**src/rtl/oam_dma_writer.sv**
```systemverilog
// OAM write side: CPU $2003/$2004 register writes and $4014 page DMA into the 256-byte primary OAM.
// Optional build macro OAM_ATTR_MASK_EN: clears bits 4:2 of every attribute byte (addr[1:0]==2) written to OAM.
module oam_dma_writer #(
    parameter logic [15:0] DMA_REG  = 16'h4014,
    parameter logic [2:0]  PPU_BASE = 3'b001
) (
    input  logic        clk,
    input  logic        reset,
    input  logic        cpu_cycle_en,
    input  logic [15:0] cpu_addr,
    input  logic [7:0]  cpu_data_in,
    input  logic        cpu_we,
    input  logic        rendering,
    input  logic [7:0]  mem_data_in,
    output logic        dma_rdy,
    output logic        dma_busy,
    output logic [15:0] dma_addr,
    output logic        dma_rd,
    output logic [7:0]  oam_addr,
    output logic [7:0]  oam_data_out,
    output logic        oam_we
);

    typedef enum logic [2:0] {
        S_IDLE,
        S_HALT,
        S_ALIGN,
        S_READ,
        S_WRITE,
        S_DONE
    } state_t;

    state_t      state, state_nxt;
    logic        parity;
    logic [7:0]  oamaddr;
    logic [7:0]  page;
    logic [7:0]  cnt;

    logic        wr_strobe;
    logic        ppu_sel;
    logic        reg_oamaddr_wr;
    logic        reg_oamdata_wr;
    logic        dma_trig;

    logic        wr_fire;
    logic [7:0]  wr_addr;
    logic [7:0]  wr_raw;
    logic [7:0]  wr_data;

    // CPU writes are dropped while the DMA owns the bus
    assign wr_strobe      = cpu_we && cpu_cycle_en && !dma_busy;
    assign ppu_sel        = (cpu_addr[15:13] == PPU_BASE);
    assign reg_oamaddr_wr = wr_strobe && ppu_sel && (cpu_addr[2:0] == 3'd3);
    assign reg_oamdata_wr = wr_strobe && ppu_sel && (cpu_addr[2:0] == 3'd4);
    assign dma_trig       = wr_strobe && (cpu_addr == DMA_REG);

    // State register
    always_ff @(posedge clk or negedge reset) begin
        if (!reset) state <= S_IDLE;
        else        state <= state_nxt;
    end

    // Next-state logic; every DMA step waits for a CPU cycle strobe
    always_comb begin
        state_nxt = state;
        if (cpu_cycle_en) begin
            case (state)
                S_IDLE:  if (dma_trig) state_nxt = S_HALT;
                // parity here belongs to the dummy cycle; reads must land on get cycles
                S_HALT:  state_nxt = parity ? S_READ : S_ALIGN;
                S_ALIGN: state_nxt = S_READ;
                S_READ:  state_nxt = S_WRITE;
                S_WRITE: state_nxt = (cnt == 8'hFF) ? S_DONE : S_READ;
                S_DONE:  state_nxt = S_IDLE;
                default: state_nxt = S_IDLE;
            endcase
        end
    end

    // Output logic
    always_comb begin
        dma_busy = 1'b0;
        dma_rdy  = 1'b1;
        dma_rd   = 1'b0;
        case (state)
            S_HALT, S_ALIGN, S_WRITE: begin
                dma_busy = 1'b1;
                dma_rdy  = 1'b0;
            end
            S_READ: begin
                dma_busy = 1'b1;
                dma_rdy  = 1'b0;
                dma_rd   = cpu_cycle_en;
            end
            default: ;
        endcase
    end

    assign dma_addr = {page, cnt};

    // Parity, OAMADDR, DMA page and byte counter
    always_ff @(posedge clk or negedge reset) begin
        if (!reset) begin
            parity  <= 1'b0;
            oamaddr <= 8'h00;
            page    <= 8'h00;
            cnt     <= 8'h00;
        end else if (cpu_cycle_en) begin
            parity <= ~parity;
            if (state == S_IDLE && dma_trig)
                page <= cpu_data_in;
            if (state == S_WRITE)
                cnt <= cnt + 8'd1;
            if (reg_oamaddr_wr)
                oamaddr <= cpu_data_in;
            else if (reg_oamdata_wr && !rendering)
                oamaddr <= oamaddr + 8'd1;
        end
    end

    // One shared OAM write port; DMA and CPU writes are mutually exclusive via dma_busy
    always_comb begin
        wr_fire = cpu_cycle_en && ((state == S_WRITE) || (reg_oamdata_wr && !rendering));
        wr_addr = (state == S_WRITE) ? (oamaddr + cnt) : oamaddr;
        wr_raw  = (state == S_WRITE) ? mem_data_in : cpu_data_in;
    end

`ifdef OAM_ATTR_MASK_EN
    assign wr_data = (wr_addr[1:0] == 2'd2) ? (wr_raw & 8'hE3) : wr_raw;
`else
    assign wr_data = wr_raw;
`endif

    always_ff @(posedge clk or negedge reset) begin
        if (!reset) begin
            oam_we       <= 1'b0;
            oam_addr     <= 8'h00;
            oam_data_out <= 8'h00;
        end else begin
            oam_we <= wr_fire;
            if (wr_fire) begin
                oam_addr     <= wr_addr;
                oam_data_out <= wr_data;
            end
        end
    end

endmodule

```
**config.mk**
```make
export PLATFORM = sky130hd
export DESIGN_NAME = oam_dma_writer
export DESIGN_NICKNAME = d
export VERILOG_FILES = /design/src/rtl/oam_dma_writer.sv
export SDC_FILE = /design/constraint.sdc
export NUM_CORES = 1
export LEC_CHECK = 0
export CORE_MARGIN = 2
export CORE_UTILIZATION = 60
export DETAILED_ROUTE_END_ITERATION = 10
export DONT_BUFFER_PORTS = 1
export HOLD_SLACK_MARGIN = 0.05
export PLACE_DENSITY_LB_ADDON = 0.05
export SYNTH_ARGS = -nofsm -noshare
export SYNTH_HDL_FRONTEND = slang
export SYNTH_SLANG_ARGS = --single-unit
```
**constraint.sdc**
```tcl
create_clock -name clk -period 3.58 [get_ports clk]
set_input_delay 1.074 -clock clk [delete_from_list [all_inputs] [get_ports clk]]
set_output_delay 1.074 -clock clk [all_outputs]
set_load 0.05 [all_outputs]
```
### Cells colored by class, run 1

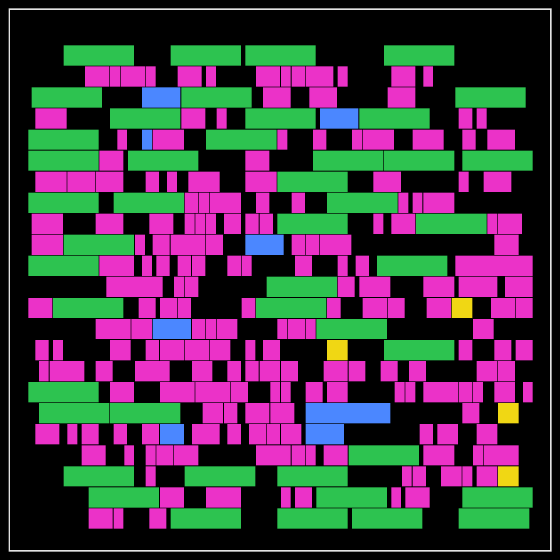
Key: clock drivers and dummy loads = blue [cells 8]; other buffers and delay cells = yellow [cells 4]; all other logic = magenta [cells 198]; flops = green [cells 45]
final cell area excluding filler cells: 2730 um^2
fraction of area in registers: 41.3%
Site Rows: 23

### Track usage over the die, run 1

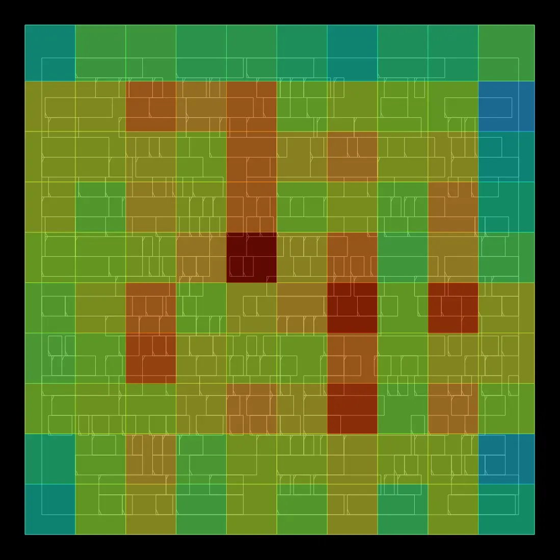
routing usage on met1: 31.7%
wire length per cell after detailed routing: 17.8 um
Util after Layout: 66.7%

### Clock wires, drivers and flops, run 1

Bar = 20 um.
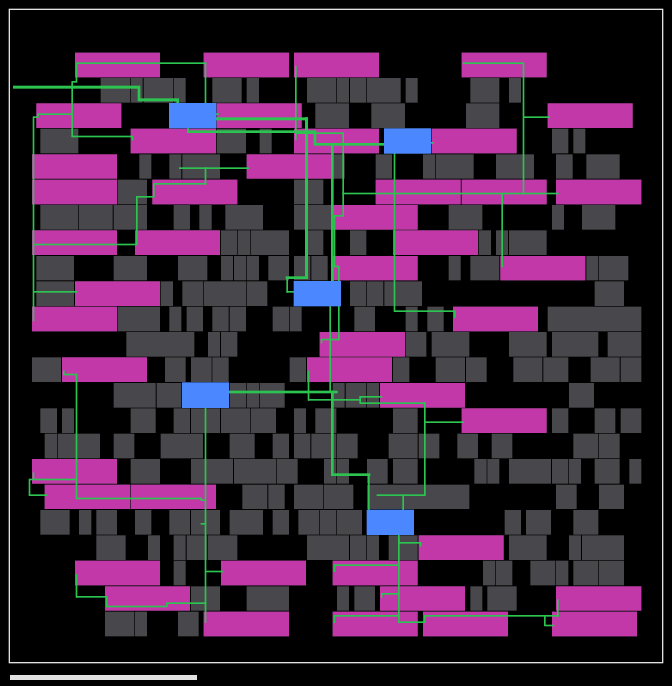
Key: cells driving clock nets = blue [count 5]; flip-flops = magenta [count 45]; clock wires = green [length 543 um]
There are 6 routed clock nets. Position of the flops: spread over the die.

### Floorplan with the power grid, run 1

Pins as bars on the die edge. Tap cells in gray.
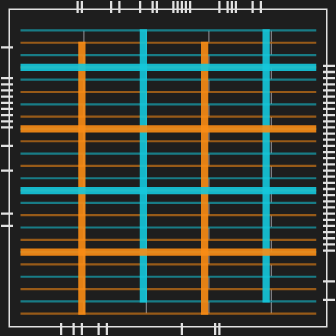
Key: VSS = orange; VDD = cyan
73 signal pins sit on the boundary. 24 met1 rails follow the rows.
Worst IR Drop VDD: 415 uV
standard cell core area: 4090 um^2

==> changes_impl.md, run 1 <==
### Implementation results

- Dominant combinational cell family by area after synthesis: simple AND/OR/NAND/NOR gates
- Maximum level of the CTS H-tree: 2
- Number of buffers inserted by post-CTS setup repair: 0
- Kind of critical path: flip-flop to output port
- Flops out of synthesis: 45
- Sequential cell count of the final layout: 45
- Dominant cell by count in the synthesized netlist: sky130_fd_sc_hd__dfrtp_1
- Share of the yosys chip area belonging to registers: about 43%
- Synth cell count leaders: sky130_fd_sc_hd__dfrtp_1 (45), sky130_fd_sc_hd__nand2_1 (31), sky130_fd_sc_hd__a21oi_1 (17)
- Total power: slightly above 2 mW
- Number of slew-limit violations in the final report: 0
- Met3 usage: around 7%
- Run status: complete, no violations
- Flip-flop and latch area: 1130 um^2
- Clock-pin transition on the worst setup and hold timing paths: 80 ps
- Relative slew slack: 23.9%
- Area fraction of clock buffers and clock inverters: 4.08%
- Num tapcells: 50
- Cell with the largest stage delay on the worst path: sky130_fd_sc_hd__o21ai_0
- Peak-usage layer in the global routing report: met2
- Post-layout net count: 301
- Launching instance or port of the critical path: state[1]$_DFFE_PN0P_
- Iteration-0 DRC count of the detailed router: 85
- Post-synthesis xor/xnor area fraction: 3.71%
- Synth async-reset ratio: 100%
- Setup Total Neg Slack: 0 ps
- Post-synth EDFFs: 0
- Post-synth area hogs: sky130_fd_sc_hd__dfrtp_1 (43%), sky130_fd_sc_hd__nand2_1 (4.5%), sky130_fd_sc_hd__ha_1 (4.3%)
- Post-DRT Antenna Nets: 0
- Hold Buf Count CTS: 0
- Routing usage on met2: 36.6%
- Area growth from synthesis to layout: 4.96%
- Slew at the pin closest to its max-slew limit: around 1100 ps
- Clock root buffer: sky130_fd_sc_hd__clkbuf_8
- Detailed placer's ending HPWL: 4080 um
- Overall track demand over capacity in global routing: 23.4%
- CTS max path bufs: 2
- Number of instances in the synthesized netlist: 253
- Most frequently placed logic cell in the final layout: sky130_fd_sc_hd__dfrtp_1
- Chain of cells forming the critical path: o21ai_0 > nand2_1 > inv_1
- Synthesis Warnings: 0
- CP Data Arrival Time: 1840 ps
- Synthesized-area fraction occupied by and/or/nand/nor cells: between 10% and 20%
- Clock power frac: about 19%
- Comb area: 1370 um^2
- Final global-route overflow total: 0
- Internal reg-to-reg setup slack: 850 ps
- Tool warnings: 26
- Syn Nets: ~300
- Critical register-to-register path startpoint: state[1]$_DFFE_PN0P_
- Top-level I/O count: 73
- Top logic cells by instance count in the layout: sky130_fd_sc_hd__dfrtp_1 (45), sky130_fd_sc_hd__nand2_1 (31), sky130_fd_sc_hd__a21oi_1 (17)
- Count of plain and timing-repair buffers in the layout: 4
- Number of antenna violations at the first check in global routing: 0
- Maximum clock frequency: 0.343 GHz
- Complex Gates by Area: 18.1%
- Routed wire length: 5430 um
- DR pass1 iterations: 4
- Count of maximum capacitance violations: 0
- CP startpoint kind: flip-flop
- Top pwr grp: registers
- Sequential group power: around 1.1 mW
- Met1 wire length: 2510 um
- Combinational gate count: around 190
- Count of buffer and inverter cells on the critical path: 1
- Layout filler cell count: 343
- Post-synthesis share of cell area spent on full adders, half adders and majority gates: a little over 5%
- Placed inst area: 2620 um^2
- Placed instance count: 297
- Detail Route met3 WL: between 300 and 400 um
- Synthesized area per cell: 10.3 um^2
- CTS Sinks: roughly 45
- Unrepaired setup endpoints after global routing: false
- Fraction of layout instances using a drive strength above 1: 15.3%
- Cell type with the highest aggregate area in the netlist: sky130_fd_sc_hd__dfrtp_1
- Final critical delay including setup and external delays: 2910 ps
- Type of element capturing the critical path: output port
- Clock latency reported for the late side of the worst-skew pair: 300 ps
- Filler-free cell count of the finished design: between 300 and 400
- Worst Setup Slack, final: 666 ps
- Mux contribution to synthesized area: 7.37%
- Number of non-clock inverters: 7
- Top metal layer carrying routed signals: met4
### Wiring by layer, run 1

Bar = 20 um.
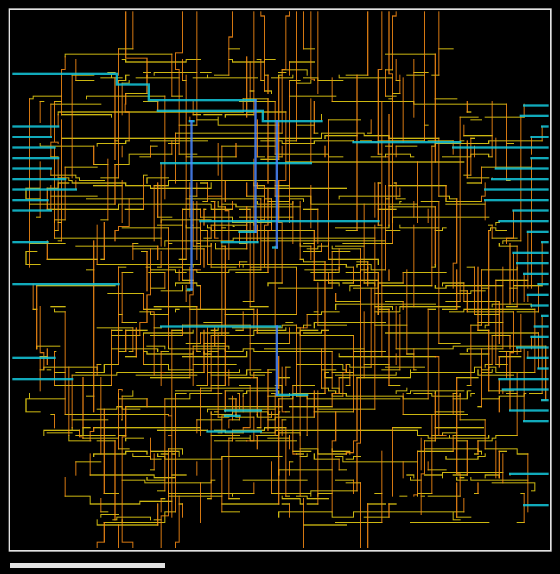

## Run 2: what changed since run 1
clock period = 2.7 ns   (was 3.58 ns; I/O delays follow)
### Wiring by layer, run 2

Bar = 20 um.
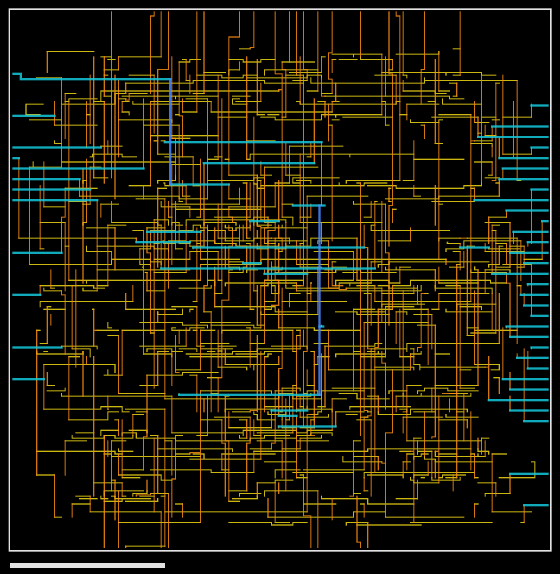
Key: met4 = blue [wire length 38.1 um]; met2 = orange [wire length 2,670 um]; met3 = cyan [wire length 402 um]; met1 = yellow [wire length 2,520 um]

==> run 2 against run 1 <==
Synthesized area is the same. Sequential share of layout area decreased by 0.98 points. Sequential power rose by 23%.
==> changes_impl.md, run 2 <==
### Implementation results

- Post-synthesis share of cell area spent on full adders, half adders and majority gates: 5.11% (unchanged)
- Synth cell count leaders: sky130_fd_sc_hd__dfrtp_1 (45), sky130_fd_sc_hd__nand2_1 (31), sky130_fd_sc_hd__a21oi_1 (17)
- Post-layout net count: 309 (+2.7%)
- Placed inst area: 2680 um^2 (+2.5%)
- Wire length per cell after detailed routing: 18.0 um (+0.93%)
- Top pwr grp: registers
- Peak-usage layer in the global routing report: met2
- Final critical delay including setup and external delays: 2530 ps
- Clock power frac: 17.8% (-0.7 points)
- Post-synth area hogs: sky130_fd_sc_hd__dfrtp_1 (43%), sky130_fd_sc_hd__nand2_1 (4.5%), sky130_fd_sc_hd__ha_1 (4.3%)
- Clock latency reported for the late side of the worst-skew pair: 300 ps (about the same)
- Post-DRT Antenna Nets: 0 (unchanged)
- Count of maximum capacitance violations: 0 (unchanged)
- Routing usage on met1: 32.1% (+0.38 points)
- Share of the yosys chip area belonging to registers: 43.4% (unchanged)
- Combinational gate count: 191 (unchanged)
- Overall track demand over capacity in global routing: 23.9% (+0.47 points)
- Synthesized-area fraction occupied by and/or/nand/nor cells: 18.3% (unchanged)
- Fraction of area in registers: 40.3% (-0.98 points)
- Sequential group power: 1.39 mW (+23%)
- Run status: complete, no violations
- Number of buffers inserted by post-CTS setup repair: 0 (unchanged)
- Site Rows: 23 (unchanged)
- Setup Total Neg Slack: 0 ps (unchanged)
- Count of buffer and inverter cells on the critical path: 2 (+1)
- Cell with the largest stage delay on the worst path: sky130_fd_sc_hd__or3_1
- Number of instances in the synthesized netlist: 253 (unchanged)
- Maximum clock frequency: 0.396 GHz
- Num tapcells: 50 (unchanged)
- Post-synthesis xor/xnor area fraction: 3.71% (unchanged)
- Slew at the pin closest to its max-slew limit: 617 ps (-524 ps)
- Synthesis Warnings: 0 (unchanged)
- Clock root buffer: sky130_fd_sc_hd__clkbuf_8
- Dominant combinational cell family by area after synthesis: simple AND/OR/NAND/NOR gates
- Met3 usage: 6.54% (-0.44 points)
- Iteration-0 DRC count of the detailed router: 127 (+49%)
- Synth async-reset ratio: 100% (unchanged)
- Hold Buf Count CTS: 0 (unchanged)
- Area fraction of clock buffers and clock inverters: 3.99% (-0.097 points)
- Ant diodes: 0
- Flops out of synthesis: 45 (unchanged)
- Synthesized area per cell: 10.3 um^2 (unchanged)
- Internal reg-to-reg setup slack: 360 ps (-490 ps)
- Chain of cells forming the critical path: or3_1 > nand2_1 > inv_1 > buf_4
- Worst IR Drop VDD: 654 uV (+58%)
- Routing usage on met2: 38.9% (+2.3 points)
- CP Data Arrival Time: 1720 ps (-120 ps)
- Most frequently placed logic cell in the final layout: sky130_fd_sc_hd__dfrtp_1
- Layout filler cell count: 345 (+0.58%)
- Clock-pin transition on the worst setup and hold timing paths: 90 ps (about the same)
- Sequential cell count of the final layout: 45 (unchanged)
- Count of plain and timing-repair buffers in the layout: 12 (+8)
- Mux contribution to synthesized area: 7.37% (unchanged)
- Area growth from synthesis to layout: 7.51%
- Post-synth EDFFs: 0 (unchanged)
- Standard cell core area: 4090 um^2 (unchanged)
- Clock buffer count: 6
- Detail Route met3 WL: 402 um (+12%)
- Filler-free cell count of the finished design: 313 (+2.6%)
- Launching instance or port of the critical path: state[2]$_DFFE_PN0P_
- Syn Nets: 300 (unchanged)
- Number of antenna violations at the first check in global routing: 0 (unchanged)
- Complex Gates by Area: 18.1% (unchanged)
- Fraction of layout instances using a drive strength above 1: 17.9% (+2.6 points)
- CTS Sinks: 45 (unchanged)
- Placed instance count: 305 (+2.7%)
- Dominant cell by count in the synthesized netlist: sky130_fd_sc_hd__dfrtp_1
- Relative slew slack: 58.9% (+35 points)
- Unrepaired setup endpoints after global routing: false
- Tool warnings: 26 (unchanged)
- Number of slew-limit violations in the final report: 0 (unchanged)
- CTS max path bufs: 2 (unchanged)
- Met1 wire length: 2520 um (+0.24%)
- Final global-route overflow total: 0 (unchanged)
- Flip-flop and latch area: 1130 um^2 (unchanged)
- Comb area: 1380 um^2 (+0.46%)
- Top logic cells by instance count in the layout: sky130_fd_sc_hd__dfrtp_1 (45), sky130_fd_sc_hd__nand2_1 (31), sky130_fd_sc_hd__a21oi_1 (17)
- DR pass1 iterations: 4 (unchanged)
- Top metal layer carrying routed signals: met4
- Maximum level of the CTS H-tree: 2 (unchanged)
- Total power: 2.80 mW (+35%)
- CP startpoint kind: flip-flop
- Top-level I/O count: 73 (unchanged)
- Util after Layout: 68.3% (+1.6 points)
- Worst Setup Slack, final: 173 ps (-492 ps)
### Floorplan with the power grid, run 2

Pins as bars on the die edge. Tap cells in gray.
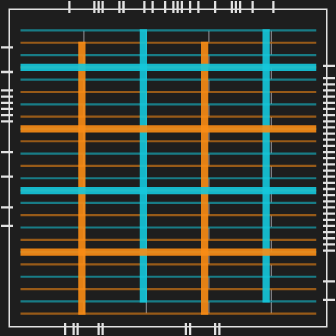
Key: VSS = orange; VDD = cyan
73 signal pins sit on the boundary. 4 straps on met5. The core has 23 rows.

Power is estimated from default activity; no workload was simulated.
